Figure 1. Signal metal coverage by tile (run 1).
17 x 31 tiles, from dark blue (low) to red (high), scaled to the fullest tile. Values are wire area over tile area, all layers added.
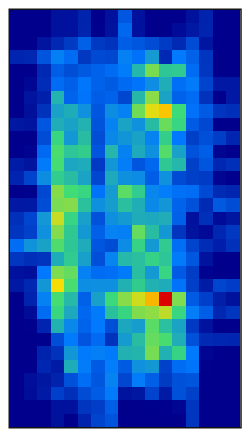
Figure 2. Cell classes on the final placement (run 1).
Fill, decap, tap and diode cells in gray.
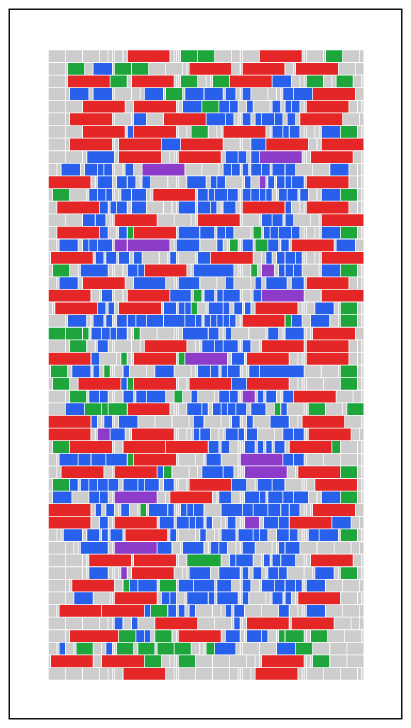
Figure 3. Nets reached from selected ports (run 1).
The bar under the picture is 20 um long.
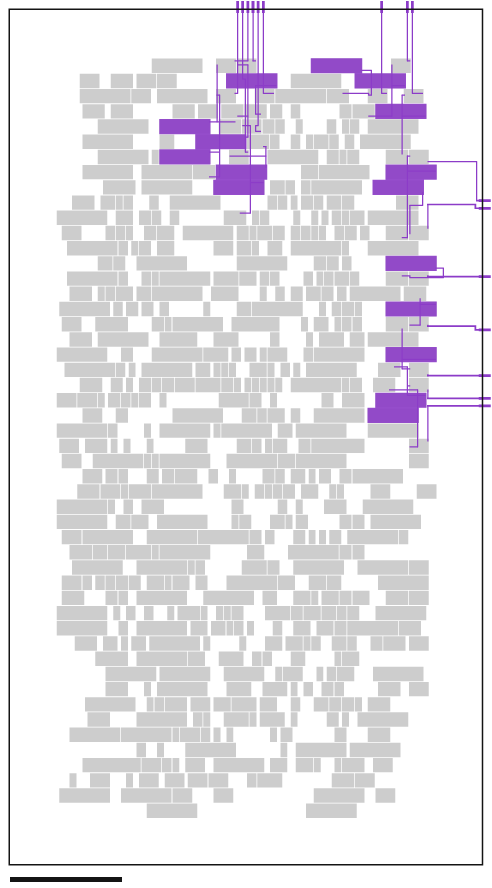
`config.mk`:
```
export PLATFORM = sky130hd
export DESIGN_NAME = clk_freq_meter
export DESIGN_NICKNAME = d
export VERILOG_FILES = /design/src/rtl/clk_meas_pkg.sv /design/src/rtl/sync_edge_det.sv /design/src/rtl/clk_freq_meter.sv
export SDC_FILE = /design/constraint.sdc
export NUM_CORES = 1
export LEC_CHECK = 0
export CORE_ASPECT_RATIO = 2
export CORE_MARGIN = 8
export CORE_UTILIZATION = 57
export DETAILED_ROUTE_END_ITERATION = 16
export GPL_TIMING_DRIVEN = 0
export PLACE_DENSITY = 0.77
export SETUP_SLACK_MARGIN = 0.05
export SKIP_CTS_REPAIR_TIMING = 1
export SKIP_LAST_GASP = 1
export SLEW_MARGIN = 5
export SYNTH_ARGS = -nofsm -noshare
export SYNTH_HDL_FRONTEND = slang
export SYNTH_HIERARCHICAL = 1
export SYNTH_SLANG_ARGS = --single-unit
```
`constraint.sdc`:
```
create_clock -name clk -period 3.9 [get_ports clk]
set_input_delay 0.78 -clock clk [delete_from_list [all_inputs] [get_ports clk]]
set_output_delay 0.78 -clock clk [all_outputs]
set_load 0.02 [all_outputs]
```
`src/rtl/clk_meas_pkg.sv`:
```
// rtl/clk_meas_pkg.sv - shared FSM state encoding and defaults for clk_freq_meter
// Purpose : measurement FSM state type and the default counter width.
// Ports   : none (package).
package clk_meas_pkg;

  localparam int DEF_CNT_W = 16;

  typedef enum logic [1:0] {
    IDLE    = 2'd0,
    ARM     = 2'd1,
    MEASURE = 2'd2
  } meas_state_e;

endpackage

```
`src/rtl/sync_edge_det.sv`:
```
// rtl/sync_edge_det.sv - synchronizer and rising-edge detector for the clock under test
// Purpose : brings sig_in into the clk domain through two flops, delays it one more
//           flop and flags a rising edge when the synchronized level is 1 and the
//           delayed level is 0. The edge is seen by the consumer 3 clk after sig_in rises.
// Ports   : clk     - reference clock
//           rst_n   - asynchronous active-low reset
//           sig_in  - asynchronous input signal
//           sync_o  - synchronized level of sig_in
//           rise_o  - one-cycle rising-edge flag
module sync_edge_det (
  input  logic clk,
  input  logic rst_n,
  input  logic sig_in,
  output logic sync_o,
  output logic rise_o
);

  logic meta_q, meta_d;
  logic sync_q, sync_d;
  logic dly_q,  dly_d;

  always_comb begin
    meta_d = sig_in;
    sync_d = meta_q;
    dly_d  = sync_q;
  end

  always_ff @(posedge clk or negedge rst_n) begin
    if (!rst_n) begin
      meta_q <= 1'b0;
      sync_q <= 1'b0;
      dly_q  <= 1'b0;
    end else begin
      meta_q <= meta_d;
      sync_q <= sync_d;
      dly_q  <= dly_d;
    end
  end

  assign sync_o = sync_q;
  assign rise_o = sync_q & ~dly_q;

endmodule

```
`src/rtl/clk_freq_meter.sv`:
```
// rtl/clk_freq_meter.sv - period / duty measurement of a divided clock against clk
// Purpose : counts clk cycles between consecutive sig_in rising edges, splits them
//           into high and low time, flags whether the period is within tolerance
//           and pulses timeout when no edge arrives for TIMEOUT cycles.
// Ports   : clk, rst_n (async active-low), enable (level), sig_in (async)
//           period / high_time / low_time - last completed measurement
//           meas_valid - one-cycle pulse when the outputs above are updated
//           freq_ok    - last period within EXP_PERIOD +/- TOL
//           timeout    - one-cycle pulse on a missing edge
module clk_freq_meter
  import clk_meas_pkg::*;
#(
  parameter int CNT_W      = DEF_CNT_W,
  parameter int TIMEOUT    = 1000,
  parameter int EXP_PERIOD = 4,
  parameter int TOL        = 0
) (
  input  logic             clk,
  input  logic             rst_n,
  input  logic             enable,
  input  logic             sig_in,
  output logic [CNT_W-1:0] period,
  output logic [CNT_W-1:0] high_time,
  output logic [CNT_W-1:0] low_time,
  output logic             meas_valid,
  output logic             freq_ok,
  output logic             timeout
);

  localparam logic [CNT_W-1:0] CNT_MAX    = '1;
  localparam logic [CNT_W-1:0] TIMEOUT_C  = CNT_W'(TIMEOUT);
  localparam logic [CNT_W-1:0] TIMEOUT_M1 = CNT_W'(TIMEOUT - 1);
  localparam logic [CNT_W:0]   EXP_C      = (CNT_W+1)'(EXP_PERIOD);
  localparam logic [CNT_W:0]   TOL_C      = (CNT_W+1)'(TOL);

  function automatic logic [CNT_W-1:0] sat_inc(input logic [CNT_W-1:0] v);
    return (v == CNT_MAX) ? v : v + CNT_W'(1);
  endfunction

  // Reset asserts asynchronously but is released through two flops so every
  // other flop leaves reset on a clean clk edge.
  logic rst_meta_q, rst_meta_d;
  logic rst_sync_q, rst_sync_d;

  always_comb begin
    rst_meta_d = 1'b1;
    rst_sync_d = rst_meta_q;
  end

  always_ff @(posedge clk or negedge rst_n) begin
    if (!rst_n) begin
      rst_meta_q <= 1'b0;
      rst_sync_q <= 1'b0;
    end else begin
      rst_meta_q <= rst_meta_d;
      rst_sync_q <= rst_sync_d;
    end
  end

  logic rst_int_n;
  assign rst_int_n = rst_sync_q;

  logic sync_lvl, rise;

  sync_edge_det u_sync_edge_det (
    .clk    (clk),
    .rst_n  (rst_int_n),
    .sig_in (sig_in),
    .sync_o (sync_lvl),
    .rise_o (rise)
  );

  meas_state_e      state_q, state_d;
  logic [CNT_W-1:0] per_cnt_q, per_cnt_d;
  logic [CNT_W-1:0] high_cnt_q, high_cnt_d;
  logic [CNT_W-1:0] low_cnt_q, low_cnt_d;
  logic [CNT_W-1:0] period_q, period_d;
  logic [CNT_W-1:0] high_time_q, high_time_d;
  logic [CNT_W-1:0] low_time_q, low_time_d;
  logic             meas_valid_q, meas_valid_d;
  logic             freq_ok_q, freq_ok_d;
  logic             timeout_q, timeout_d;

  // Deviation from the expected period, one bit wider so the subtraction never wraps.
  logic [CNT_W:0] per_ext, per_diff;
  logic           per_in_tol;

  always_comb begin
    per_ext    = {1'b0, per_cnt_q};
    per_diff   = (per_ext >= EXP_C) ? (per_ext - EXP_C) : (EXP_C - per_ext);
    per_in_tol = (per_diff <= TOL_C);
  end

  always_comb begin
    state_d      = state_q;
    per_cnt_d    = per_cnt_q;
    high_cnt_d   = high_cnt_q;
    low_cnt_d    = low_cnt_q;
    period_d     = period_q;
    high_time_d  = high_time_q;
    low_time_d   = low_time_q;
    freq_ok_d    = freq_ok_q;
    meas_valid_d = 1'b0;
    timeout_d    = 1'b0;

    if (!enable) begin
      state_d    = IDLE;
      per_cnt_d  = '0;
      high_cnt_d = '0;
      low_cnt_d  = '0;
    end else begin
      case (state_q)
        IDLE: begin
          per_cnt_d  = '0;
          high_cnt_d = '0;
          low_cnt_d  = '0;
          state_d    = ARM;
        end
        ARM: begin
          if (rise) begin
            state_d    = MEASURE;
            per_cnt_d  = CNT_W'(1);
            high_cnt_d = CNT_W'(1);
            low_cnt_d  = '0;
          end else if (per_cnt_q >= TIMEOUT_M1) begin
            // Waiting cycles are counted 0..TIMEOUT-1, giving one pulse per TIMEOUT cycles.
            timeout_d = 1'b1;
            freq_ok_d = 1'b0;
            per_cnt_d = '0;
          end else begin
            per_cnt_d = sat_inc(per_cnt_q);
          end
        end
        MEASURE: begin
          // An edge takes priority over a timeout falling in the same cycle.
          if (rise) begin
            period_d     = per_cnt_q;
            high_time_d  = high_cnt_q;
            low_time_d   = low_cnt_q;
            freq_ok_d    = per_in_tol;
            meas_valid_d = 1'b1;
            per_cnt_d    = CNT_W'(1);
            high_cnt_d   = CNT_W'(1);
            low_cnt_d    = '0;
          end else if (per_cnt_q >= TIMEOUT_C) begin
            timeout_d  = 1'b1;
            freq_ok_d  = 1'b0;
            state_d    = ARM;
            per_cnt_d  = '0;
            high_cnt_d = '0;
            low_cnt_d  = '0;
          end else begin
            per_cnt_d = sat_inc(per_cnt_q);
            if (sync_lvl) high_cnt_d = sat_inc(high_cnt_q);
            else          low_cnt_d  = sat_inc(low_cnt_q);
          end
        end
        default: state_d = IDLE;
      endcase
    end
  end

  always_ff @(posedge clk or negedge rst_int_n) begin
    if (!rst_int_n) begin
      state_q      <= IDLE;
      per_cnt_q    <= '0;
      high_cnt_q   <= '0;
      low_cnt_q    <= '0;
      period_q     <= '0;
      high_time_q  <= '0;
      low_time_q   <= '0;
      meas_valid_q <= 1'b0;
      freq_ok_q    <= 1'b0;
      timeout_q    <= 1'b0;
    end else begin
      state_q      <= state_d;
      per_cnt_q    <= per_cnt_d;
      high_cnt_q   <= high_cnt_d;
      low_cnt_q    <= low_cnt_d;
      period_q     <= period_d;
      high_time_q  <= high_time_d;
      low_time_q   <= low_time_d;
      meas_valid_q <= meas_valid_d;
      freq_ok_q    <= freq_ok_d;
      timeout_q    <= timeout_d;
    end
  end

  assign period     = period_q;
  assign high_time  = high_time_q;
  assign low_time   = low_time_q;
  assign meas_valid = meas_valid_q;
  assign freq_ok    = freq_ok_q;
  assign timeout    = timeout_q;

endmodule

```
==> run summary, run 1 <==
fresh numbers from the pnr run: Core Util at FP=57.6%, crit path cell chain=inv_1 -> ha_1 -> a211o_1 -> a311oi_4 -> nand4b_4 -> o21bai_1 -> buf_2 -> buf_4 -> o21ai_0 -> o41ai_1, OpenROAD warnings=35, net switching power=0.696 mW, Hold Violations, Final=0, clk slew on worst S/H paths=70 ps, clk buf depth=2, number of synthesis warnings=6, Worst setup EP type=flip-flop, power per cell area=379 nW/um2, initial drt markers=260, Area Growth Syn to Fin=17.9%, status=finished clean, largest class=registers, crit path from=per_cnt_q[2]$_DFFE_PN0P_, Placed Area=6020 um2, Peak VDD IR=0.272 mV, Data buffer area share=10.7%, ClkCell Share=4.32%, Die Y=153 um, worst min path class=reg2reg, Root Buffer=clkbuf_16, WP data arrival=3140 ps, Comb/total area=40.0%
## Picture notes: Figure 1
tiles over half the peak	6.6%
nearly empty tiles	19%
fullest tile	0.76
mean over tiles	0.15
total wire length: 12,400 um
WL/cell: 18.4 um
vias: 4,200
Total Routing Usage GR: 19.9%

## Picture notes: Figure 2
color	class	cells
blue	remaining logic cells	372
red	registers	106
green	remaining buffers and delay cells	80
purple	clock drivers and dummy loads	16
Cell Rows: 50
post-route cell area: 6290 um2
core footprint: 9260 um2

## Picture notes: Figure 3
color	port	direction	edge	end cells	buffers	wire
purple	high_time	output	9 top, 7 right	16	16	457 um
Buffers on Ports: 53
# IOs: 55

-- run 1: through the flow --
| stage | worst slack [ps] | setup TNS, ps |
|---|---|---|
| floorplan | 729 | 0 |
| global placement | -314 | -31830 |
| detailed placement | 976 | 0 |
| CTS | 996 | 0 |
| global route | 781 | 0 |
| finish | 984 | 0 |
-- run 1: cells by family after synthesis --
logic type	count (synthesis)	share of synthesized area, %
fa+ha+maj	14	3.29
mux	46	9.67
other cells	1	0.0703
flops	106	49.8
buf+inv	36	3.05
simple gates	173	17.2
compound gates	115	14.8
xor+xnor	13	2.14
-- run 1: path summary, 6_finish.rpt --
kind                                               to  cells after the start
min                               rst_int_n$_DFF_PN0_                      0
max reg2reg                 high_cnt_q[8]$_DFFE_PN0P_                     10
min in group asynchronous        meas_valid$_DFF_PN0_                      0
max                         high_cnt_q[8]$_DFFE_PN0P_                     10
max in group asynchronous  high_cnt_q[15]$_DFFE_PN0P_                      1
min reg2reg                       rst_int_n$_DFF_PN0_                      0
-- run 1: layer usage --
layer | global-route usage (%) | share of wire (%) | vias to the layer above
met5 | 0 | 0 | -
met4 | 10.2 | 3.5 | 0
met3 | 4.16 | 4.2 | 31
met2 | 35.4 | 54 | 129
met1 | 21.3 | 38 | 2091
li1 | - | - | 1949
-- run 1: cells in the final DEF, fill, tap and decap left out, drive strengths merged, types with 5 or more instances in the layout --
master and count:
or3 5, clkdlybuf4s50 53, nand2b 9, o41ai 5
a41oi 7, o21ai 42, clkbuf 28, xnor2 9
a21oi 11, nor2 40, nor3 8, ha 14
dfrtp 106, buf 10, and3 14, o31ai 16
nand2 38, nand3 20, mux2 44, inv 11
nor4 5, and2 9, nand4 10, nor2b 5
a31oi 10
==> run 2, diff against run 1 <==
- clock period: 3.9 -> 2.8 ns (I/O delays scaled with it)
Figure 4. Cell placement (run 2).
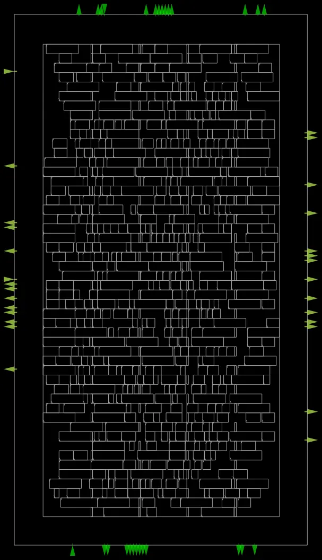
fin cells: 686
# fillers: 750

Figure 5. Cell classes on the final placement (run 2).
Fill, decap, tap and diode cells in gray.
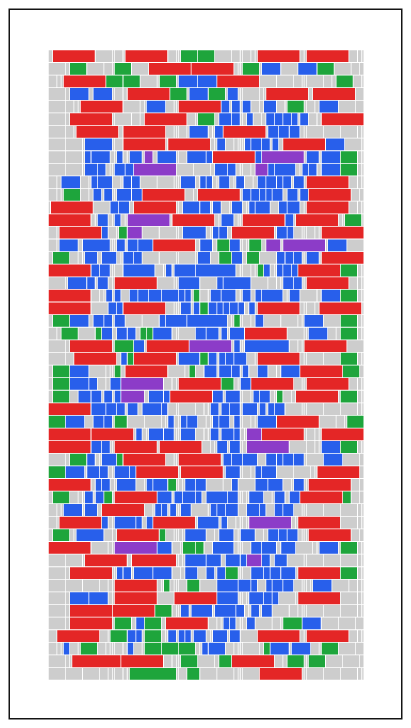
post-route cell area: 6410 um2
Seq/total area: 41.5%
Util after Layout: 69.2%

==> run 2 against run 1 <==
Compared with the run above: clock skew is 2.8 ps higher; worst setup slack worse by 840 ps; non-clock buffer count is 8 higher; maximum frequency is 9.9% higher; design area is 2.0% higher; routed wire length is 0.71% higher; synthesized cell count stayed put; hold slack worse by 33 ps; register-to-register slack worse by 840 ps; global-route usage is 0.14 points lower; largest cell class unchanged; highest routed layer unchanged.
==> run summary, run 2 <==
fresh numbers from the pnr run: WL/cell=18.3 um, Root Buffer=clkbuf_16, core footprint=9260 um2, Core Util at FP=57.6%, Final Setup Violations=0, largest class=registers, number of synthesis warnings=6, WP data arrival=2910 ps, Total Neg Setup Slack=0 ps, clk buf depth=2, OpenROAD warnings=36, worst min path class=reg2async, slowest CP cell=a311oi_4, H-tree levels=3, Hold Violations, Final=0, Total Routing Usage GR=19.8%, Die Y=153 um, most frequent logic cell in the layout=dfrtp_1, Area Growth Syn to Fin=20.3%, vias=4,200, initial drt markers=331, power per cell area=530 nW/um2, Clk. pwr=1.21 mW, clock buffers=10, mi-comb count=362, worst setup margin=147 ps, post-place setup slack=-28.7 ps, net switching power=0.998 mW, Buffers on Ports=53, # Taps=104, Worst setup EP type=flip-flop, Data buffer area share=11.7%, Placed Area=6020 um2, Top cells excl fill/tap=dfrtp_1, clkdlybuf4s50_1, mux2_2, o21ai_0, nor2_1, crit path cell chain=inv_1 -> ha_1 -> a211o_1 -> a311oi_4 -> buf_4 -> nand2_2 -> nor3_4 -> nand2b_1 -> clkbuf_4 -> o31ai_1, total wire length=12,500 um, Peak VDD IR=0.367 mV, cell with the most instances after synthesis=dfrtp_1, CP delay by family, top=AND-OR/OR-AND gates, Vias/cell=6.12, status=finished clean, Cell Rows=50
## run 2: cell counts after synthesis
No cell type changed its count.
## run 2: kinds of logic (layout without fill, tap and decap cells)
| family | count (synthesis) | count (layout) | share of synthesized area (%) |
|---|---|---|---|
| AND/OR/NAND/NOR | 173 | 173 | 17.2 |
| AND-OR/OR-AND | 115 | 115 | 14.8 |
| flip-flops | 106 | 106 | 49.8 |
| multiplexers | 46 | 46 | 9.67 |
| buffers and inverters | 36 | 114 | 3.05 |
| adder cells (fa/ha/maj) | 14 | 14 | 3.29 |
| XOR/XNOR | 13 | 13 | 2.14 |
| other | 1 | 1 | 0.0703 |
## run 2: worst reg2reg max path, cell delays in order, from the launching register on
cell and delay (ps):
dfrtp_1 370, inv_1 120, ha_1 280, a211o_1 360, a311oi_4 400, buf_4 190
nand2_2 80, nor3_4 170, nand2b_1 140, clkbuf_4 220, o31ai_1 240
## run 2: path summary, 6_finish.rpt
kind / startpoint / endpoint / cells after the start
setup / recovery: per_cnt_q[0]$_DFFE_PN0P_ / high_cnt_q[5]$_DFFE_PN0P_ / 10
hold / removal: rst_int_n$_DFF_PN0_ / meas_valid$_DFF_PN0_ / 0
setup reg to reg: per_cnt_q[0]$_DFFE_PN0P_ / high_cnt_q[5]$_DFFE_PN0P_ / 10
hold reg to reg: rst_int_n$_DFF_PN0_ / meas_valid$_DFF_PN0_ / 0
max in group asynchronous: rst_int_n$_DFF_PN0_ / low_cnt_q[12]$_DFFE_PN0P_ / 1
min in group clk: rst_meta_q$_DFF_PN0_ / rst_int_n$_DFF_PN0_ / 0
## run 2: layer usage
metal	GRT usage [%]	vias up	share of wire (%)	routed length [um]
met4	9.67	0	3.3	419
met1	20.7	2102	39	4910
met5	0	-	0	0
li1	-	1983	-	-
met2	35.7	85	54	6810
met3	4.38	30	3.1	394
==> run 3, diff against run 2 <==
- ABC_AREA: unset -> 1
- CORE_ASPECT_RATIO: 2 -> 0.8
- CORE_UTILIZATION: 57 -> 58
- CTS_BUF_LIST: unset -> sky130_fd_sc_hd__clkbuf_8 sky130_fd_sc_hd__clkbuf_16
Figure 6. Cell placement (run 3).
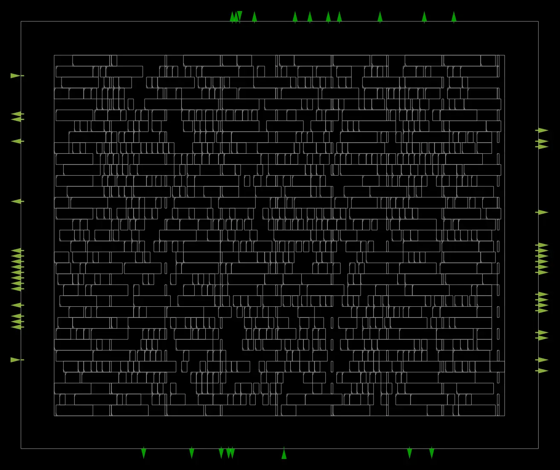
Seq/total area: 38.1%
Cell Rows: 33
core footprint: 10,100 um2
# fillers: 872

Figure 7. PDN straps and rails (run 3).
The bar under the picture is 50 um long. Pins as bars on the die edge. Tap cells in gray.
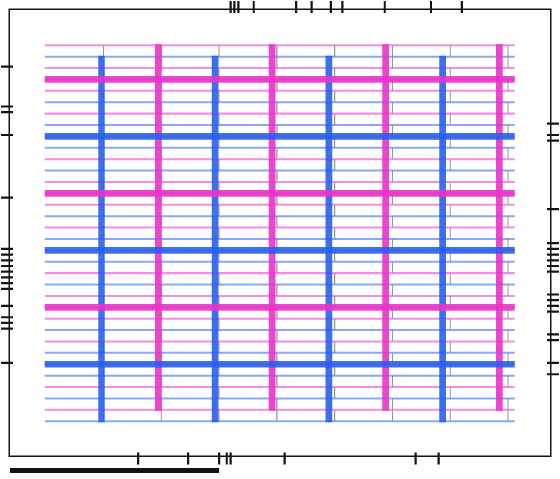
color	net
blue	VSS
magenta	VDD
met1 rails	34
signal pins	55
tap cells	140
Peak VDD IR: 0.454 mV
Die Y: 106 um
Die Wd: 129 um

==> run 3 against run 2 <==
Compared with the run above: non-clock buffer count decreased by 12; critical path type is now in2reg; critical path depth fell by 3; clock power rose by about 10%; synthesized cell count rose by 54%; routed wire length grew 24%; cell count rose by 44%; register-to-register slack better by 430 ps.
==> run summary, run 3 <==
fresh numbers from the pnr run: status=finished clean, slowest CP cell=clkdlybuf4s50_1, # IOs=55, Root Buffer=clkbuf_16, RR Endpoint=period[12]$_DFFE_PN0P_, Placed Area=6660 um2, total wire length=15,500 um, number of synthesis warnings=6, worst min path class=reg2async, Total Routing Usage GR=23.3%, initial drt markers=555, OpenROAD warnings=35, Total Neg Setup Slack=0 ps, Vias/cell=5.41, vias=5,329, reg2reg start=state_q[0]$_DFFE_PN0P_, post-route cell area=6980 um2, Area Growth Syn to Fin=17.9%, Clk. pwr=1.34 mW, Hold Violations, Final=0, clk slew on worst S/H paths=70 ps, net switching power=2.07 mW, WL/cell=15.8 um, Top cells excl fill/tap=nand2_1, dfrtp_1, nor2_1, inv_1, clkdlybuf4s50_1, power per cell area=804 nW/um2, cell with the most instances after synthesis=nand2_1, Final Setup Violations=0, Buffers on Ports=54, path depth of the worst reg2reg path=8, H-tree levels=3, CP delay by family, top=buffers and inverters
==> run 3: worst max path at each step <==
stage                              from                        end  slack, ps  cells past startpoint
6_report                         enable     period[12]$_DFFE_PN0P_        580                      7
5_1_grt        per_cnt_q[2]$_DFFE_PN0P_   low_cnt_q[7]$_DFFE_PN0P_        380                     11
4_1_cts          state_q[0]$_DFFE_PN0P_     period[12]$_DFFE_PN0P_        590                      8
3_5_place_dp                     enable     period[12]$_DFFE_PN0P_        240                      7
3_3_place_gp                     enable   low_cnt_q[6]$_DFFE_PN0P_        280                     10
2_1_floorplan    state_q[0]$_DFFE_PN0P_  high_cnt_q[6]$_DFFE_PN0P_        960                     12
==> run 3: kinds of logic after synthesis <==
group	after synthesis	synth area share, %
other	1	0.0634
adders and majority gates	14	2.96
DFF	106	44.8
xor gates and xnor gates	22	3.26
and+or+nand+nor	438	32.9
AOI/OAI and AO/OA	91	8.75
buffers and inverters	102	7.25
==> run 3: layout make-up <==
class / instances / area, um2
fill: 872 / 3100
multi-input combinational: 566 / 2840
sequential: 106 / 2660
timing repair buffer: 55 / 568
inverter: 81 / 307
clock buffer: 9 / 225
tap: 140 / 175
buffer: 21 / 123
clock inverter: 7 / 87.6
==> run 3: through the flow <==
stage | instances | hold WS [ps] | setup WS, ps | power, mW
after floorplan | 774 | 264 | 965 | 3.33
after global placement | 968 | 342 | 284 | 4.22
after detailed placement | 969 | 337 | 240 | 4.29
after CTS | 985 | 352 | 586 | 5.64
after global routing | 985 | 359 | 379 | 5.91
final | 985 | 330 | 575 | 5.61
==> run 3: layer usage <==
layer / up-vias / GRT usage (%) / part of all wire (%)
met5: - / 0 / 0
met2: 196 / 34.4 / 44
met1: 2512 / 33.2 / 48
met3: 21 / 5.75 / 7.0
li1: 2600 / - / -
met4: 0 / 6.53 / 1.2
Power figures rest on the tool's default switching activity, not on a simulated workload.
